<file path="config.mk">
export PLATFORM = sky130hd
export DESIGN_NAME = operand_bus_tx_flat
export DESIGN_NICKNAME = d
export VERILOG_FILES = /design/src/rtl/operand_bus_tx_if.sv /design/src/rtl/operand_bus_tx.sv /design/src/flat_wrapper.sv
export SDC_FILE = /design/constraint.sdc
export NUM_CORES = 2
export LEC_CHECK = 0
export ABC_AREA = 1
export CAP_MARGIN = 20
export CORE_AREA = 2 2 459 461
export DETAILED_ROUTE_END_ITERATION = 6
export DIE_AREA = 0 0 461 463
export GPL_TIMING_DRIVEN = 0
export PLACE_DENSITY = 0.52
export RECOVER_POWER = 50
export SLEW_MARGIN = 20
export SYNTH_ARGS = -nofsm -noshare
export SYNTH_HDL_FRONTEND = slang
export SYNTH_SLANG_ARGS = --single-unit
</file>
<file path="constraint.sdc">
create_clock -name clk -period 4.25 [get_ports clk]
set_clock_uncertainty 0.2 [all_clocks]
set_input_delay 0.85 -clock clk [delete_from_list [all_inputs] [get_ports clk]]
set_output_delay 0.85 -clock clk [all_outputs]
set_load 0.02 [all_outputs]
</file>
<file path="src/rtl/operand_bus_tx_if.sv">
// operand_bus_tx_if -- operand handshake bundle between a job source and
// operand_bus_tx.
//
//   op_valid  source -> tx   operand pair offered
//   op_ready  tx -> source   tx accepts the pair (handshake = valid & ready)
//   op_x      source -> tx   base operand, SIZE_INPUT bits
//   op_y      source -> tx   exponent operand, SIZE_INPUT bits
//
// master: the job source. slave: operand_bus_tx.
interface operand_bus_tx_if #(
  parameter int SIZE_INPUT = 512
);
  logic                  op_valid;
  logic                  op_ready;
  logic [SIZE_INPUT-1:0] op_x;
  logic [SIZE_INPUT-1:0] op_y;

  modport master (output op_valid, op_x, op_y, input op_ready);
  modport slave  (input op_valid, op_x, op_y, output op_ready);
endinterface

</file>
<file path="src/rtl/operand_bus_tx.sv">
// operand_bus_tx -- feeds an operand pair to an exponentiation core.
//
// Accepts one (x, y) pair, holds the core in reset for RST_CYCLES cycles,
// streams x then y LSB-slice-first over a SLICE_SIZE bus on consecutive
// cycles, then watches the core's fault flag for up to RUN_CYCLES cycles
// and issues a one-cycle report.
//
// Ports:
//   clk          single clock, rising edge
//   rst          synchronous active-high reset
//   op           operand handshake (slave side of operand_bus_tx_if)
//   abort        cancel the current job; puts the core back in reset
//   core_rst     registered reset to the core
//   bus_output   registered slice bus to the core, 0 outside SEND
//   core_flag    fault flag level from the core, only looked at in RUN
//   busy         job in progress (state != IDLE)
//   rpt_valid    one-cycle report strobe
//   rpt_flag     core_flag sampled at report time, held until next report
//   rpt_timeout  1 = run window expired, 0 = early exit on core_flag
module operand_bus_tx #(
  parameter int SIZE_INPUT = 512,
  parameter int SLICE_SIZE = 128,
  parameter int RST_CYCLES = 4,
  parameter int RUN_CYCLES = 1000000
) (
  input  logic                  clk,
  input  logic                  rst,
  operand_bus_tx_if.slave       op,
  input  logic                  abort,
  output logic                  core_rst,
  output logic [SLICE_SIZE-1:0] bus_output,
  input  logic                  core_flag,
  output logic                  busy,
  output logic                  rpt_valid,
  output logic                  rpt_flag,
  output logic                  rpt_timeout
);

  localparam int BEATS   = SIZE_INPUT / SLICE_SIZE;
  localparam int SLICES  = 2 * BEATS;
  // One shared counter serves the reset hold, the slice index and the run
  // window, so it must cover the largest of the three.
  localparam int CNT_MAX = (RUN_CYCLES > RST_CYCLES)
                           ? ((RUN_CYCLES > SLICES) ? RUN_CYCLES : SLICES)
                           : ((RST_CYCLES > SLICES) ? RST_CYCLES : SLICES);
  localparam int CNT_W   = $clog2(CNT_MAX + 1);

  typedef enum logic [2:0] {
    IDLE,
    RESET_CORE,
    SEND,
    RUN,
    REPORT
  } state_t;

  state_t                  state_q, state_d;
  logic [CNT_W-1:0]        cnt_q, cnt_d;
  logic [SIZE_INPUT-1:0]   x_q, x_d, y_q, y_d;
  logic                    core_rst_d;
  logic [SLICE_SIZE-1:0]   bus_d;
  logic                    rpt_valid_d, rpt_flag_d, rpt_timeout_d;
  logic                    ready;
  logic [2*SIZE_INPUT-1:0] payload;

  // Slice k of the transmitted stream is payload[k*SLICE_SIZE +: SLICE_SIZE]:
  // x slices first, then y slices, each LSB slice first.
  assign payload  = {y_q, x_q};
  assign ready    = (state_q == IDLE) && !rst;
  assign op.op_ready = ready;
  assign busy     = (state_q != IDLE);

  always_comb begin
    // NOTE: every signal written here gets a default first so no path
    // leaves it unassigned, which would infer a latch.
    state_d       = state_q;
    cnt_d         = cnt_q;
    x_d           = x_q;
    y_d           = y_q;
    core_rst_d    = core_rst;
    bus_d         = '0;
    rpt_valid_d   = 1'b0;
    rpt_flag_d    = rpt_flag;
    rpt_timeout_d = rpt_timeout;

    if (abort && (state_q != IDLE)) begin
      // Core stays in reset until the next job's RESET_CORE completes.
      state_d    = IDLE;
      cnt_d      = '0;
      core_rst_d = 1'b1;
    end else begin
      case (state_q)
        IDLE: begin
          if (abort) core_rst_d = 1'b1;
          if (op.op_valid && ready) begin
            x_d        = op.op_x;
            y_d        = op.op_y;
            core_rst_d = 1'b1;
            cnt_d      = '0;
            state_d    = RESET_CORE;
          end
        end
        RESET_CORE: begin
          if (cnt_q == CNT_W'(RST_CYCLES - 1)) begin
            // Release the core and put the first slice up on the same edge.
            core_rst_d = 1'b0;
            bus_d      = payload[SLICE_SIZE-1:0];
            cnt_d      = '0;
            state_d    = SEND;
          end else begin
            cnt_d = cnt_q + 1'b1;
          end
        end
        SEND: begin
          // cnt_q is the index of the slice currently on the bus.
          if (cnt_q == CNT_W'(SLICES - 1)) begin
            cnt_d   = '0;
            state_d = RUN;
          end else begin
            cnt_d = cnt_q + 1'b1;
            bus_d = payload[(int'(cnt_q) + 1) * SLICE_SIZE +: SLICE_SIZE];
          end
        end
        RUN: begin
          // A flag on the expiry cycle still counts as an early exit.
          if (core_flag || (cnt_q == CNT_W'(RUN_CYCLES - 1))) begin
            rpt_valid_d   = 1'b1;
            rpt_flag_d    = core_flag;
            rpt_timeout_d = !core_flag;
            state_d       = REPORT;
          end else begin
            cnt_d = cnt_q + 1'b1;
          end
        end
        REPORT: begin
          // core_rst stays low so the core's result remains observable.
          cnt_d   = '0;
          state_d = IDLE;
        end
        default: state_d = IDLE;
      endcase
    end
  end

  always_ff @(posedge clk) begin
    if (rst) begin
      state_q     <= IDLE;
      cnt_q       <= '0;
      // NOTE: the operand registers are cleared too, so no stale job data
      // survives a reset; plain data storage would normally skip this.
      x_q         <= '0;
      y_q         <= '0;
      core_rst    <= 1'b1;
      bus_output  <= '0;
      rpt_valid   <= 1'b0;
      rpt_flag    <= 1'b0;
      rpt_timeout <= 1'b0;
    end else begin
      // NOTE: non-blocking assignments so every register samples the
      // pre-edge values regardless of statement order.
      state_q     <= state_d;
      cnt_q       <= cnt_d;
      x_q         <= x_d;
      y_q         <= y_d;
      core_rst    <= core_rst_d;
      bus_output  <= bus_d;
      rpt_valid   <= rpt_valid_d;
      rpt_flag    <= rpt_flag_d;
      rpt_timeout <= rpt_timeout_d;
    end
  end

endmodule

</file>
<file path="src/flat_wrapper.sv">
// flat-port wrapper written by rule: the top's interface ports become plain ports
module operand_bus_tx_flat 
#(
  parameter int SIZE_INPUT = 512,
  parameter int SLICE_SIZE = 128,
  parameter int RST_CYCLES = 4,
  parameter int RUN_CYCLES = 1000000
)
  (clk, rst, abort, core_rst, bus_output, core_flag, busy, rpt_valid, rpt_flag, rpt_timeout, op_op_valid, op_op_x, op_op_y, op_op_ready);
  operand_bus_tx_if #(.SIZE_INPUT(SIZE_INPUT)) op_i ();
  input  logic clk;
  input  logic rst;
  input  logic abort;
  output logic core_rst;
  output logic [SLICE_SIZE-1:0] bus_output;
  input  logic core_flag;
  output logic busy;
  output logic rpt_valid;
  output logic rpt_flag;
  output logic rpt_timeout;
  input wire logic [$bits(op_i.op_valid)-1:0] op_op_valid;
  input wire logic [$bits(op_i.op_x)-1:0] op_op_x;
  input wire logic [$bits(op_i.op_y)-1:0] op_op_y;
  output wire logic [$bits(op_i.op_ready)-1:0] op_op_ready;
  assign op_i.op_valid = op_op_valid;
  assign op_i.op_x = op_op_x;
  assign op_i.op_y = op_op_y;
  assign op_op_ready = op_i.op_ready;
  operand_bus_tx #(.SIZE_INPUT(SIZE_INPUT), .SLICE_SIZE(SLICE_SIZE), .RST_CYCLES(RST_CYCLES), .RUN_CYCLES(RUN_CYCLES)) u_core (.clk(clk), .rst(rst), .op(op_i), .abort(abort), .core_rst(core_rst), .bus_output(bus_output), .core_flag(core_flag), .busy(busy), .rpt_valid(rpt_valid), .rpt_flag(rpt_flag), .rpt_timeout(rpt_timeout));
endmodule
</file>
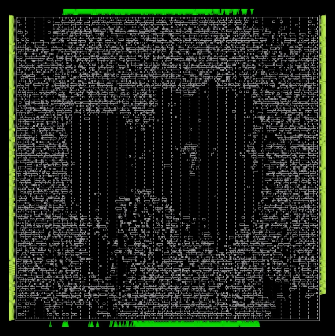
Figure 1: placement view.
flop count: 1179
Core Rows: 168
Seq area share: 34.0%
fin cells: 11200
Core ar.: 209000 um^2

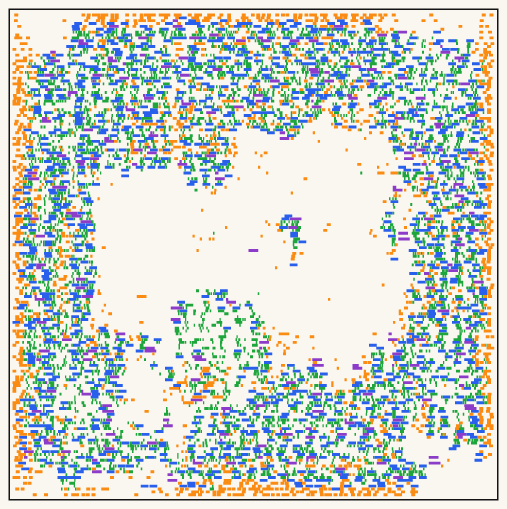
Figure 2: placed cells, one colour a class.
class	colour	cells	share of their area
clock drivers and dummy loads	purple	259	7.6%
flip-flops	blue	1179	36%
all other logic	green	5186	34%
other buffers and delay cells	orange	1721	22%
Final Util: 33.3%
final instance area: 69500 um^2

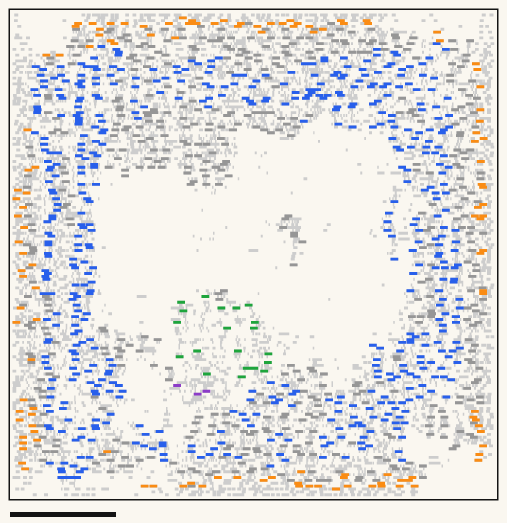
Figure 3: where the registers sit.
The bar under the picture is 100 um long.
signal	colour	sequential cells
`u_core.state_q`	purple	3
`u_core.cnt_q`	green	20
`u_core.y_q`	blue	512
`u_core.bus_output`	orange	128
not coloured	516
storage element area: 23600 um^2
Power Sequential: 13800 uW

==> qor.csv <==
stage,metric,value,unit
status,status,"finished, violations left",
status,violations,"max-capacitance violations, max-slew violations",
final_layout,final.fill_count,22800,
route,drtPass1Iterations,6,
yosys,yosys_area,48900,um^2
setup_path,start_kind,register,
clock_network,postCtsSetupBuffers,0,
yosys,postSynthSeqShare,48.2,%
yosys,fp_nets,7942,
clock_network,numCtsBuffers,145,
route,drc,0,
setup_path,reg2reg_depth,8,
floorplanning,chipArea,213000,um^2
yosys,ys_sh_mux,0,%
clock_network,holdBufCountCts,0,
yosys,synthAdderAreaFrac,0.0256,%
global_route,grt_first_pass_wirelength,420000,um
placed_design,routabilityCongestion,0.943,
power_and_ir_drop,power_leakage,0.0283,uW
clock_network,clock-root-buffer,clkbuf_16,
yosys,topCombFamilyByArea,simple AND/OR/NAND/NOR gates,
route,top_layer,met5,
run,tool_warnings,27,
yosys,simple_gate_share,29.1,%
yosys,avgSynthCellArea,7.08,um^2
yosys,most_common_cell,nand2_1,
timing,report.final.slew_viol_count,36,
setup_path,rr_startpoint,u_core.state_q[2],
power_and_ir_drop,seqPwrFrac,37.1,%
global_route,grt.total_usage,28.3,%
power_and_ir_drop,comb_power_share,27.4,%
yosys,synth_flops,1179,
setup_path,cp_slowest_cell,clkbuf_1,
timing,min_period,4090,ps
timing,slew_headroom,-38.6,%
floorplanning,die_x,461,um
run,max_cap_violations,3,
setup_path,cp_data_arrival_time,4580,ps
global_route,antenna_found_initial,154,
final_layout,logic_area,21100,um^2
route,dr.first_iter.drc_count,5381,
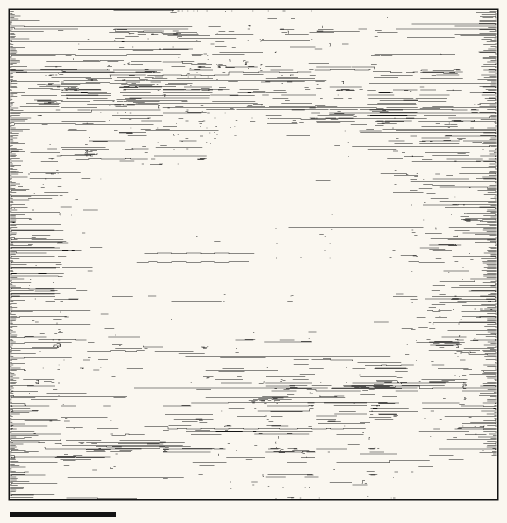
Figure 4: signal wires on met3.
The bar under the picture is 100 um long.
wire length on this layer	27.4 mm
longest straight run	202 um
main direction	horizontal
share of all routed wire	8.7%
nets with wire on the layer	1316
via count: 54600
M3 GR Usage: 7.50%

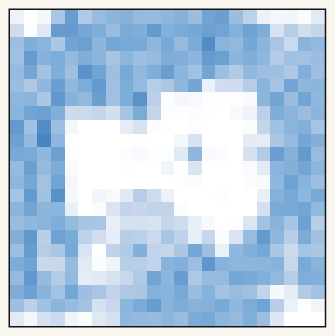
Figure 5: cell density map.
23 x 23 tiles, from white (low) to dark blue (high), 0 to 100% covered.
mean over tiles	31%
nearly empty tiles	16%
fullest tile	66%
Starting Density: 23.5%

==> layer usage <==
layer	vias to the layer above	global-route usage, %
met5	-	0
met4	72	11.7
met3	554	7.50
met2	2672	46.6
met1	26000	34.7
li1	25200	-
==> metrics by stage <==
| stage | hold slack, ps | total power, uW |
|---|---|---|
| after floorplan | 220 | 18900 |
| after global placement | 231 | 24000 |
| after detailed placement | 244 | 24200 |
| after CTS | 253 | 37400 |
| after global routing | 266 | 38800 |
| final | 250 | 37200 |
==> sequential cells by signal, indices dropped and copies added, names as in the netlist, 3 cells and up <==
name,count
u_core.x_q,512
u_core.y_q,512
u_core.bus_output,128
u_core.cnt_q,20
u_core.state_q,3
==> power by group through the flow <==
stage | Sequential [uW] | Combinational (uW) | Clock, uW
after CTS | 13800 | 10300 | 13300
after detailed placement | 14000 | 10200 | 0
after floorplan | 13800 | 5120 | 0
after global placement | 14000 | 10100 | 0
after global routing | 14000 | 11000 | 13800
final | 13800 | 10200 | 13200
==> tightest hold or removal path: stages (launching register included) <==
cell	delay, ps
dfxtp_1	290
inv_1	60
a21oi_1	50
==> worst min-delay path by stage <==
stage | start | to
5_1_grt | u_core.x_q[0] | u_core.x_q[0]
4_1_cts | u_core.x_q[0] | u_core.x_q[0]
3_3_place_gp | u_core.y_q[126] | u_core.y_q[126]
2_1_floorplan | u_core.x_q[382] | u_core.x_q[382]
6_report | u_core.x_q[32] | u_core.x_q[32]
3_5_place_dp | u_core.x_q[32] | u_core.x_q[32]
==> layout make-up <==
type | instances | area share, %
flip-flops and latches | 1179 | 34.0
multi-input cells | 4759 | 30.3
repair buffers | 1174 | 17.1
clock buffers | 209 | 6.18
well taps | 2805 | 5.05
plain buffers | 547 | 3.75
inverters | 427 | 2.31
clock inverters | 50 | 1.01
diodes | 87 | 0.313
Power and IR drop assume default switching activity.
